File: config.mk
export PLATFORM = sky130hd
export DESIGN_NAME = countdown_timer
export DESIGN_NICKNAME = d
export VERILOG_FILES = /design/src/rtl/countdown_timer.sv
export SDC_FILE = /design/constraint.sdc
export NUM_CORES = 1
export LEC_CHECK = 0
export CAP_MARGIN = 20
export CORE_MARGIN = 2
export CORE_UTILIZATION = 53
export CTS_CLUSTER_SIZE = 12
export DETAILED_ROUTE_END_ITERATION = 6
export HOLD_SLACK_MARGIN = 0.15
export PLACE_DENSITY = 0.86
export SETUP_SLACK_MARGIN = 0.3
export SKIP_CTS_REPAIR_TIMING = 1
export SYNTH_ARGS = -nofsm -noshare
export SYNTH_HDL_FRONTEND = slang
export SYNTH_SLANG_ARGS = --single-unit
File: constraint.sdc
create_clock -name clk -period 2.4 [get_ports clk]
set_clock_uncertainty 0.2 [all_clocks]
set_input_delay 0.48 -clock clk [delete_from_list [all_inputs] [get_ports clk]]
set_output_delay 0.48 -clock clk [all_outputs]
set_load 0.01 [all_outputs]
File: src/rtl/countdown_timer.sv
// Three-digit BCD countdown timer (SS.t) with push-button preset/start control,
// active-low 7-segment outputs and an alarm when the count reaches 00.0.
module countdown_timer #(
  parameter int FREQ_MHZ = 50,
  parameter int TICK_MS  = 100
) (
  input  logic       clk,
  input  logic       rst,
  input  logic       key_set,
  input  logic       key_start,
  output logic [6:0] HEX0,
  output logic [6:0] HEX1,
  output logic [6:0] HEX2,
  output logic       alarm,
  output logic       running
);

  localparam int DIV = FREQ_MHZ * 1000 * TICK_MS;
  localparam int PW  = $clog2(DIV);
  localparam logic [PW-1:0] DIV_M1 = PW'(DIV - 1);

  typedef enum logic [1:0] {IDLE, RUN, PAUSE, ALARM} state_t;

  state_t        state, state_n;
  logic [PW-1:0] presc, presc_n;
  logic [3:0]    t, u, d, t_n, u_n, d_n;
  logic [3:0]    pu, pd, pu_n, pd_n;
  logic [3:0]    dec_t, dec_u, dec_d;
  logic          tick, count_is_one, preset_zero;

  logic [1:0] set_sync, start_sync;
  logic       set_prev, start_prev;
  logic       set_p, start_p;

  // Two-flop synchronizer, then a registered falling-edge detector per key.
  always_ff @(posedge clk) begin
    if (rst) begin
      set_sync   <= '1;
      start_sync <= '1;
      set_prev   <= 1'b1;
      start_prev <= 1'b1;
      set_p      <= 1'b0;
      start_p    <= 1'b0;
    end else begin
      set_sync   <= {set_sync[0], key_set};
      start_sync <= {start_sync[0], key_start};
      set_prev   <= set_sync[1];
      start_prev <= start_sync[1];
      set_p      <= set_prev & ~set_sync[1];
      start_p    <= start_prev & ~start_sync[1];
    end
  end

  always_ff @(posedge clk) begin
    if (rst) begin
      state <= IDLE;
      presc <= '0;
      t     <= '0;
      u     <= '0;
      d     <= '0;
      pu    <= '0;
      pd    <= '0;
    end else begin
      state <= state_n;
      presc <= presc_n;
      t     <= t_n;
      u     <= u_n;
      d     <= d_n;
      pu    <= pu_n;
      pd    <= pd_n;
    end
  end

  always_comb begin
    tick         = (state == RUN) && (presc == DIV_M1);
    count_is_one = (d == 4'd0) && (u == 4'd0) && (t == 4'd1);
    preset_zero  = (pd == 4'd0) && (pu == 4'd0);

    dec_t = t - 4'd1;
    dec_u = u;
    dec_d = d;
    if (t == 4'd0) begin
      dec_t = 4'd9;
      dec_u = u - 4'd1;
      if (u == 4'd0) begin
        dec_u = 4'd9;
        dec_d = d - 4'd1;
      end
    end
  end

  always_comb begin
    state_n = state;
    presc_n = presc;
    t_n     = t;
    u_n     = u;
    d_n     = d;
    pu_n    = pu;
    pd_n    = pd;

    case (state)
      IDLE: begin
        // Display tracks the preset with one cycle of lag after a set press.
        t_n = '0;
        u_n = pu;
        d_n = pd;
        if (start_p) begin
          if (!preset_zero) begin
            state_n = RUN;
            presc_n = '0;
          end
        end else if (set_p) begin
          if (pu == 4'd9) begin
            pu_n = '0;
            pd_n = (pd == 4'd9) ? 4'd0 : pd + 4'd1;
          end else begin
            pu_n = pu + 4'd1;
          end
        end
      end

      RUN: begin
        presc_n = tick ? '0 : presc + PW'(1);
        if (tick) begin
          t_n = dec_t;
          u_n = dec_u;
          d_n = dec_d;
        end
        if (tick && count_is_one) state_n = ALARM;
        else if (start_p)         state_n = PAUSE;
      end

      PAUSE: begin
        if (start_p) begin
          state_n = RUN;
        end else if (set_p) begin
          state_n = IDLE;
          presc_n = '0;
          t_n     = '0;
          u_n     = pu;
          d_n     = pd;
        end
      end

      ALARM: begin
        t_n = '0;
        u_n = '0;
        d_n = '0;
        if (set_p || start_p) begin
          state_n = IDLE;
          u_n     = pu;
          d_n     = pd;
        end
      end

      default: state_n = IDLE;
    endcase
  end

  function automatic logic [6:0] seg(input logic [3:0] v);
    case (v)
      4'd0:    seg = 7'b1000000;
      4'd1:    seg = 7'b1111001;
      4'd2:    seg = 7'b0100100;
      4'd3:    seg = 7'b0110000;
      4'd4:    seg = 7'b0011001;
      4'd5:    seg = 7'b0010010;
      4'd6:    seg = 7'b0000010;
      4'd7:    seg = 7'b1111000;
      4'd8:    seg = 7'b0000000;
      4'd9:    seg = 7'b0010000;
      default: seg = 7'b1111111;
    endcase
  endfunction

  always_ff @(posedge clk) begin
    if (rst) begin
      HEX0 <= 7'b1000000;
      HEX1 <= 7'b1000000;
      HEX2 <= 7'b1000000;
    end else begin
      HEX0 <= seg(t);
      HEX1 <= seg(u);
      HEX2 <= seg(d);
    end
  end

  assign alarm   = (state == ALARM);
  assign running = (state == RUN);

endmodule

Figure 1. Routed metal, one color a layer (run 1).
Only two layers are drawn.
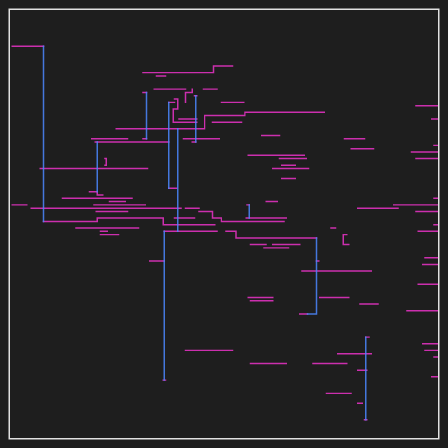
color	layer	wire length
magenta	met3	571 um
blue	met4	172 um

Figure 2. Met4 routing (run 1).
Bar = 20 um. Cells faint in the background.
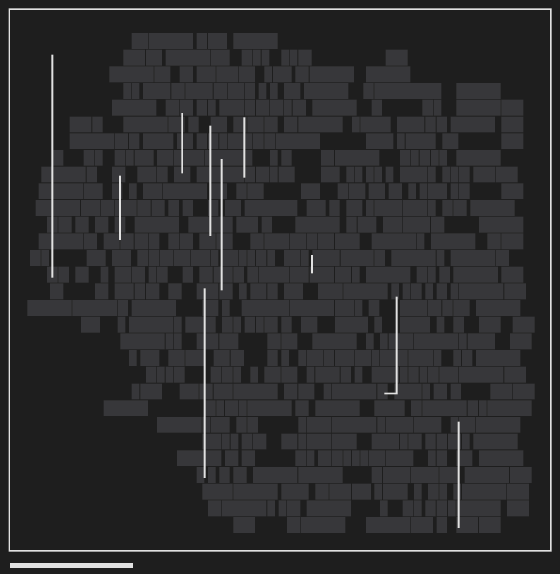
share of all routed wire	2.0%
main direction	vertical

Figure 3. Met2 routing (run 1).
Cells faint in the background.
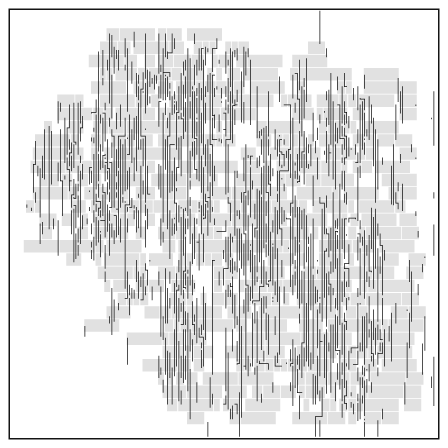
nets with wire on the layer	432
wire length on this layer	4220 um
longest straight run	34.3 um
vias: 3578
GR Util met2: 0.384
WL final: 8810 um

==> CHANGELOG.md, run 1 <==
### Implementation results

- Status: finished, violations left
- Failing checks: negative setup slack
- Kind of cell adding the most delay to the critical path: simple AND/OR/NAND/NOR gates
- Fillers: 533
- Flop count: 74
- Detailed Routing Iterations Pass 1: 5
- Cell Type Count: 47
- Synth flops: 74
- Combinational share of cell area: 0.477
- Yosys Chip Area: 3740 sq um
- RSZ-0062 raised after global routing: yes
- # clock sinks: 74
- DP Area: 4220 sq um
- Core footprint: 6790 sq um
- Chip area: 7750 sq um
- Ys async rst share: 0
- CTS Buffer Depth: 2
- Met2 WL: 4220 um
- Area grow syn2layout: 19.3%
- Met3 usage: 0.0481
- Global route total overflow: 0
- Vias per cell: 5.94
- Peak Freq: 406 MHz
- Dpl cells: 586
- Initial drt markers: 302
- Max Cap Viol: 0
- Max FO, Critical Path: 3
- Main logic family: simple AND/OR/NAND/NOR gates
- Crit Path Class: flop to flop
- Routed WL per cell: 14.6 um
- Mean area per synthesized cell: 8.10 sq um
- TAP cells: 96
- First-pass GRT wire length: 14200 um
- Final setup margin: -0.0607 ns
- Non-CTS inverters: 23
- Place WS: -0.0366 ns
- MI comb area: 2130 sq um
- PwrDens: 514 nW/um^2
- Sequential cell area: 1490 sq um
- Flop share of the area: 0.334
- Layout cells sized above 1: 0.148
- Topmost layer with routed signal wires: met4
- Final setup violation count: 2
==> run 1: registers in the layout (all words and copies together), names as in the netlist, 2 cells and up <==
name / flops
pd: 4
state: 2
HEX1: 7
d: 4
HEX0: 7
start_sync: 2
presc: 23
u: 4
HEX2: 7
set_sync: 2
t: 4
pu: 4
==> run 1: path summary, 6_finish.rpt <==
kind,slack (ns),to,startpoint,depth (start not counted)
min reg2reg,0.21,start_p,start_prev,2
max reg2reg,-0.06,u[1],presc[21],5
min,0.21,start_p,start_prev,2
max,-0.06,u[1],presc[21],5
==> run 1: report_power, final <==
group / internal [mW] / leakage (nW) / switching [mW]
clock: 0.486 / 0.0956 / 0.491
combinational: 0.0284 / 0.976 / 0.0443
sequential: 1.23 / 0.600 / 0.00787
==> run 1 -> run 2 <==
--- a/config.mk
+++ b/config.mk
@@ -10,6 +10,7 @@
 export CORE_UTILIZATION = 53
 export CTS_CLUSTER_SIZE = 12
 export DETAILED_ROUTE_END_ITERATION = 6
+export GPL_TIMING_DRIVEN = 0
 export HOLD_SLACK_MARGIN = 0.15
 export PLACE_DENSITY = 0.86
 export SETUP_SLACK_MARGIN = 0.3
==> run 2 against run 1 <==
Compared with the run above:
- the run still ends with negative setup slack left
- worst setup slack worse by 0.13 ns
- final area rose by 5.8%
- count of clock-buffer cells in the layout rose by 2
- clock power rose by 6%
- synthesized area unchanged
- first-iteration DRC count rose by 56%
- total power up 3.1%
- global-route usage rose by 1.2 points
- sequential share of layout area decreased by 1.8 points
- sequential power is essentially flat
- via count up 9.1%
==> CHANGELOG.md, run 2 <==
### Implementation results

- Status: finished, violations left
- Failing checks: negative setup slack
- Detailed Routing Iterations Pass 1: 6 (+1)
- Combinational Power: 0.0874 mW (+20%)
- PwrDens: 501 nW/um^2 (-2.5%)
- Area grow syn2layout: 26.3%
- Reg power frac: 0.525 (-0.017)
- Layout cells sized above 1: 0.198 (+0.0495)
- Register with the most flip-flops: presc
- WP depth: 5 (unchanged)
- Worst hold start: start_sync[0]
- Met2 WL: 5070 um (+20%)
- Max FO, Critical Path: 5 (+2)
- Flop-to-flop setup slack: -0.19 ns (-0.13 ns)
- Hold Path Sink: start_sync[1]
- Core footprint: 6790 sq um (unchanged)
- Ys async rst share: 0 (unchanged)
- DP Area: 4140 sq um (-2.1%)
- FF-to-FF Start: presc[7]
- P_int: 1.81 mW (+3.3%)
- Clock net power: 1.04 mW (+6%)
- Crit. Startpoint: presc[7]
- Final setup margin: -0.195 ns (-0.134 ns)
- First-pass GRT wire length: 14800 um (+4.5%)
- Crit path to: u[1]
- Chip area: 7750 sq um (unchanged)
- P_sw: 0.558 mW (+2.6%)
- Vias per cell: 6.33 (+6.4%)
- CTS Buffer Depth: 2 (unchanged)
- Switching Share: 0.236 (-0.00119)
- RSZ-0062 raised after global routing: yes
- Kind of cell adding the most delay to the critical path: simple AND/OR/NAND/NOR gates
- Reg2reg end: u[1]
- Global route total overflow: 0 (unchanged)
- Met3 usage: 0.0528 (+0.00471)
- Initial drt markers: 470 (+56%)
- Main logic family: simple AND/OR/NAND/NOR gates
- Crit Path Class: flop to flop
- Clock share of power: 0.438 (+0.012)
- # clock sinks: 74 (unchanged)
- Gate power share: 0.037 (+0.005)
- Final setup violation count: 10 (+8)
-- run 2: netlist changes by cell type in the layout (fill, tap and decap cells not counted), sizes merged --
| cell | delta |
|---|---|
| clkbuf | +17 |
| inv | +1 |
| clkinv | -2 |
| clkinvlp | -1 |
| buf | -1 |
| dlymetal6s2s | +1 |
-- run 2: final cells by class --
type | instances | area, sq um | area share
multi-input cells | 344 | 2290 | 0.485
flip-flops and latches | 74 | 1490 | 0.315
repair buffers | 43 | 398 | 0.0842
clock buffers | 11 | 151 | 0.0321
plain buffers | 21 | 123 | 0.0260
well taps | 96 | 120 | 0.0254
inverters | 23 | 88.8 | 0.0188
clock inverters | 5 | 60.1 | 0.0127
-- run 2: cell families after synthesis --
group | Yosys count
buf+inv | 44
flops | 74
compound gates | 121
simple gates | 185
fa+ha+maj | 17
mux | 13
xor+xnor | 8
Figure 4. Met2 routing (run 2).
Cells faint in the background.
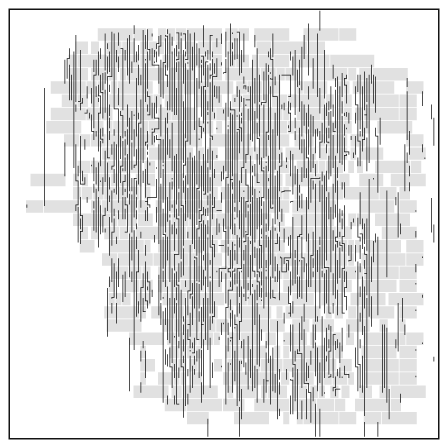
wire length on this layer	5070 um
main direction	vertical
WL final: 10800 um
vias: 3903
GR Util met2: 0.397

Figure 5. Drive-strength map (run 2).
Bar = 20 um.
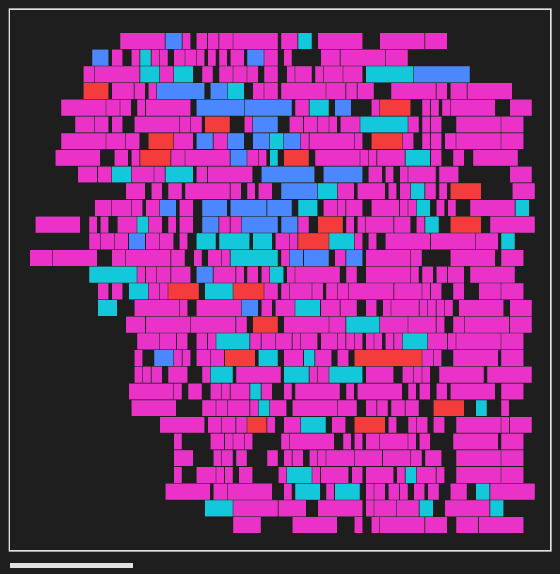
color	size	cells	share
blue	drive 3 to 4	32	6.1%
red	drive 6 and up	19	3.6%
cyan	drive 2	52	10%
magenta	drive 1 or less	418	80%

Figure 6. Routed metal, one color a layer (run 2).
Only two layers are drawn.
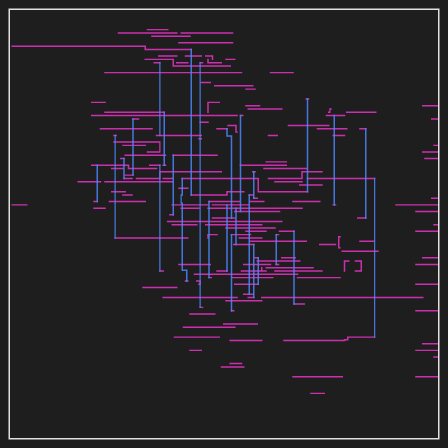
color	layer	wire length
blue	met4	450 um
magenta	met3	993 um
GRT Total Usage: 0.242
Routed WL per cell: 17.4 um

==> run 2 -> run 3 <==
--- a/config.mk
+++ b/config.mk
@@ -7,12 +7,13 @@
 export LEC_CHECK = 0
 export CAP_MARGIN = 20
 export CORE_MARGIN = 2
-export CORE_UTILIZATION = 53
+export CORE_UTILIZATION = 40
+export CTS_CLUSTER_DIAMETER = 30
 export CTS_CLUSTER_SIZE = 12
 export DETAILED_ROUTE_END_ITERATION = 6
 export GPL_TIMING_DRIVEN = 0
 export HOLD_SLACK_MARGIN = 0.15
-export PLACE_DENSITY = 0.86
+export PLACE_DENSITY = 0.7
 export SETUP_SLACK_MARGIN = 0.3
 export SKIP_CTS_REPAIR_TIMING = 1
 export SYNTH_ARGS = -nofsm -noshare
==> constraint.sdc (replaced) <==
create_clock -name clk -period 2.4 [get_ports clk]
set_clock_uncertainty 0.2 [all_clocks]
set_input_delay 0.6 -clock clk [delete_from_list [all_inputs] [get_ports clk]]
set_output_delay 0.6 -clock clk [all_outputs]
set_load 0.01 [all_outputs]
==> run 3 against run 2 <==
Compared with the run above:
- the run still ends with negative setup slack left
- synthesized cell count stayed put
- non-clock buffer count increased by 4
- first-iteration DRC count is 58% lower
- register-to-register slack better by 0.03 ns
- final area is 3.4% higher
- sequential share of layout area fell by 1.1 points
==> CHANGELOG.md, run 3 <==
### Implementation results

- Status: finished, violations left
- Failing checks: negative setup slack
- Kind of cell adding the most delay to the critical path: simple AND/OR/NAND/NOR gates
- DP Area: 4150 sq um (+0.45%)
- Routed WL per cell: 15.2 um (-13%)
- MI comb area: 2320 sq um (+1.4%)
- Sequential cell area: 1490 sq um (about the same)
- Worst hold start: start_sync[0]
- GRT Total Usage: 0.185 (-0.0565)
- Hold Path Sink: start_sync[1]
- Met3 usage: 0.0583 (+0.00547)
- Crit. Startpoint: presc[6]
- Register with the most flip-flops: presc
- Core footprint: 9150 sq um (+35%)
- Chip area: 10100 sq um (+31%)
- Main logic family: simple AND/OR/NAND/NOR gates
- WP depth: 5 (unchanged)
- Detailed Routing Iterations Pass 1: 5 (-1)
- Initial drt markers: 199 (-58%)
- Ys async rst share: 0 (unchanged)
- Final setup violation count: 8 (-2)
- Layout cells sized above 1: 0.206 (+0.00802)
- Crit path to: u[1]
- Global route total overflow: 0 (unchanged)
- Final setup margin: -0.161 ns (+0.0337 ns)
- Met2 WL: 4760 um (-6.1%)
- Flop-to-flop setup slack: -0.16 ns (+0.03 ns)
==> run 3: stage by stage <==
stage               total power [mW]  hold slack (ns)  instances  setup WS, ns
floorplan                       1.31            0.189        462     -0.000250
global placement                1.34            0.194        599        -0.473
global route                    2.74            0.227        636        -0.188
CTS                             2.65            0.219        615        -0.328
finish                          2.65            0.216        636        -0.161
detailed placement              1.34            0.197        599        -0.476
==> run 3: final cells by class <==
cell class,instances,share of cell area
Clock buffer,10,0.0282
Sequential cell,74,0.305
Inverter,23,0.0187
Tap cell,111,0.0284
Multi-Input combinational cell,344,0.476
Buffer,21,0.0261
Clock inverter,6,0.0279
Timing Repair Buffer,47,0.0894
==> run 3: power breakdown <==
group / switching (mW) / internal (mW)
Combinational: 0.0547 / 0.0329
Clock: 0.493 / 0.828
Sequential: 0.00620 / 1.23
Total: 0.554 / 2.09
Figure 7. Clock nets (run 3).
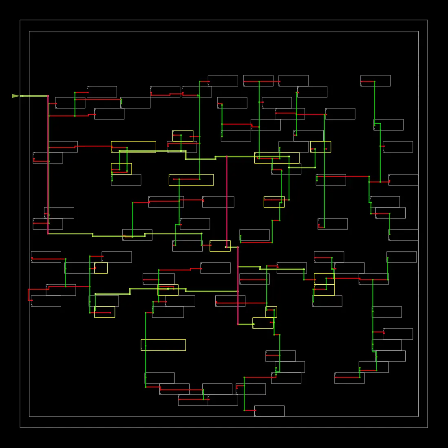
total CTS buffers: 9
# clock sinks: 74
Clock Buffer Count: 10

Figure 8. Met2 routing (run 3).
Cells faint in the background.
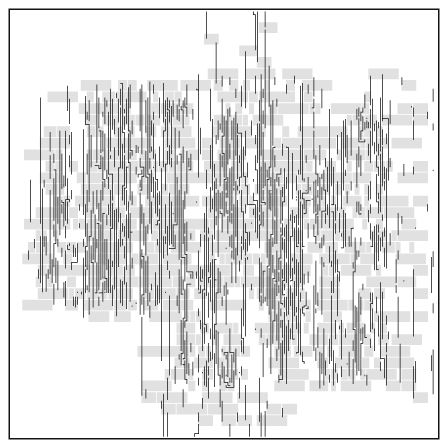
share of all routed wire	49%
wire length on this layer	4760 um
longest straight run	45.2 um
nets with wire on the layer	444
main direction	vertical
WL final: 9670 um
GR Util met2: 0.304
vias: 3565

Figure 9. Drive-strength map (run 3).
Bar = 20 um.
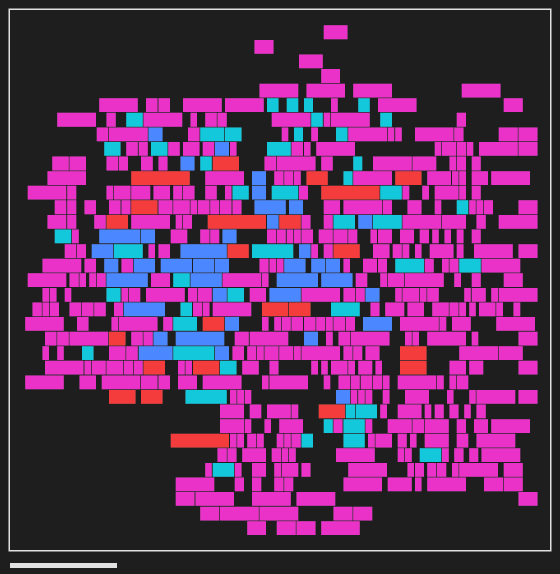
color	size	cells	share
red	drive 6 and up	23	4.4%
cyan	drive 2	46	8.8%
blue	drive 3 to 4	39	7.4%
magenta	drive 1 or less	417	79%
final setup margin: -0.161 ns
finished layout cell area: 4880 sq um
area grow syn2layout: 30.5%
Non-CTS buffers: 68

Power is estimated from default activity; no workload was simulated.
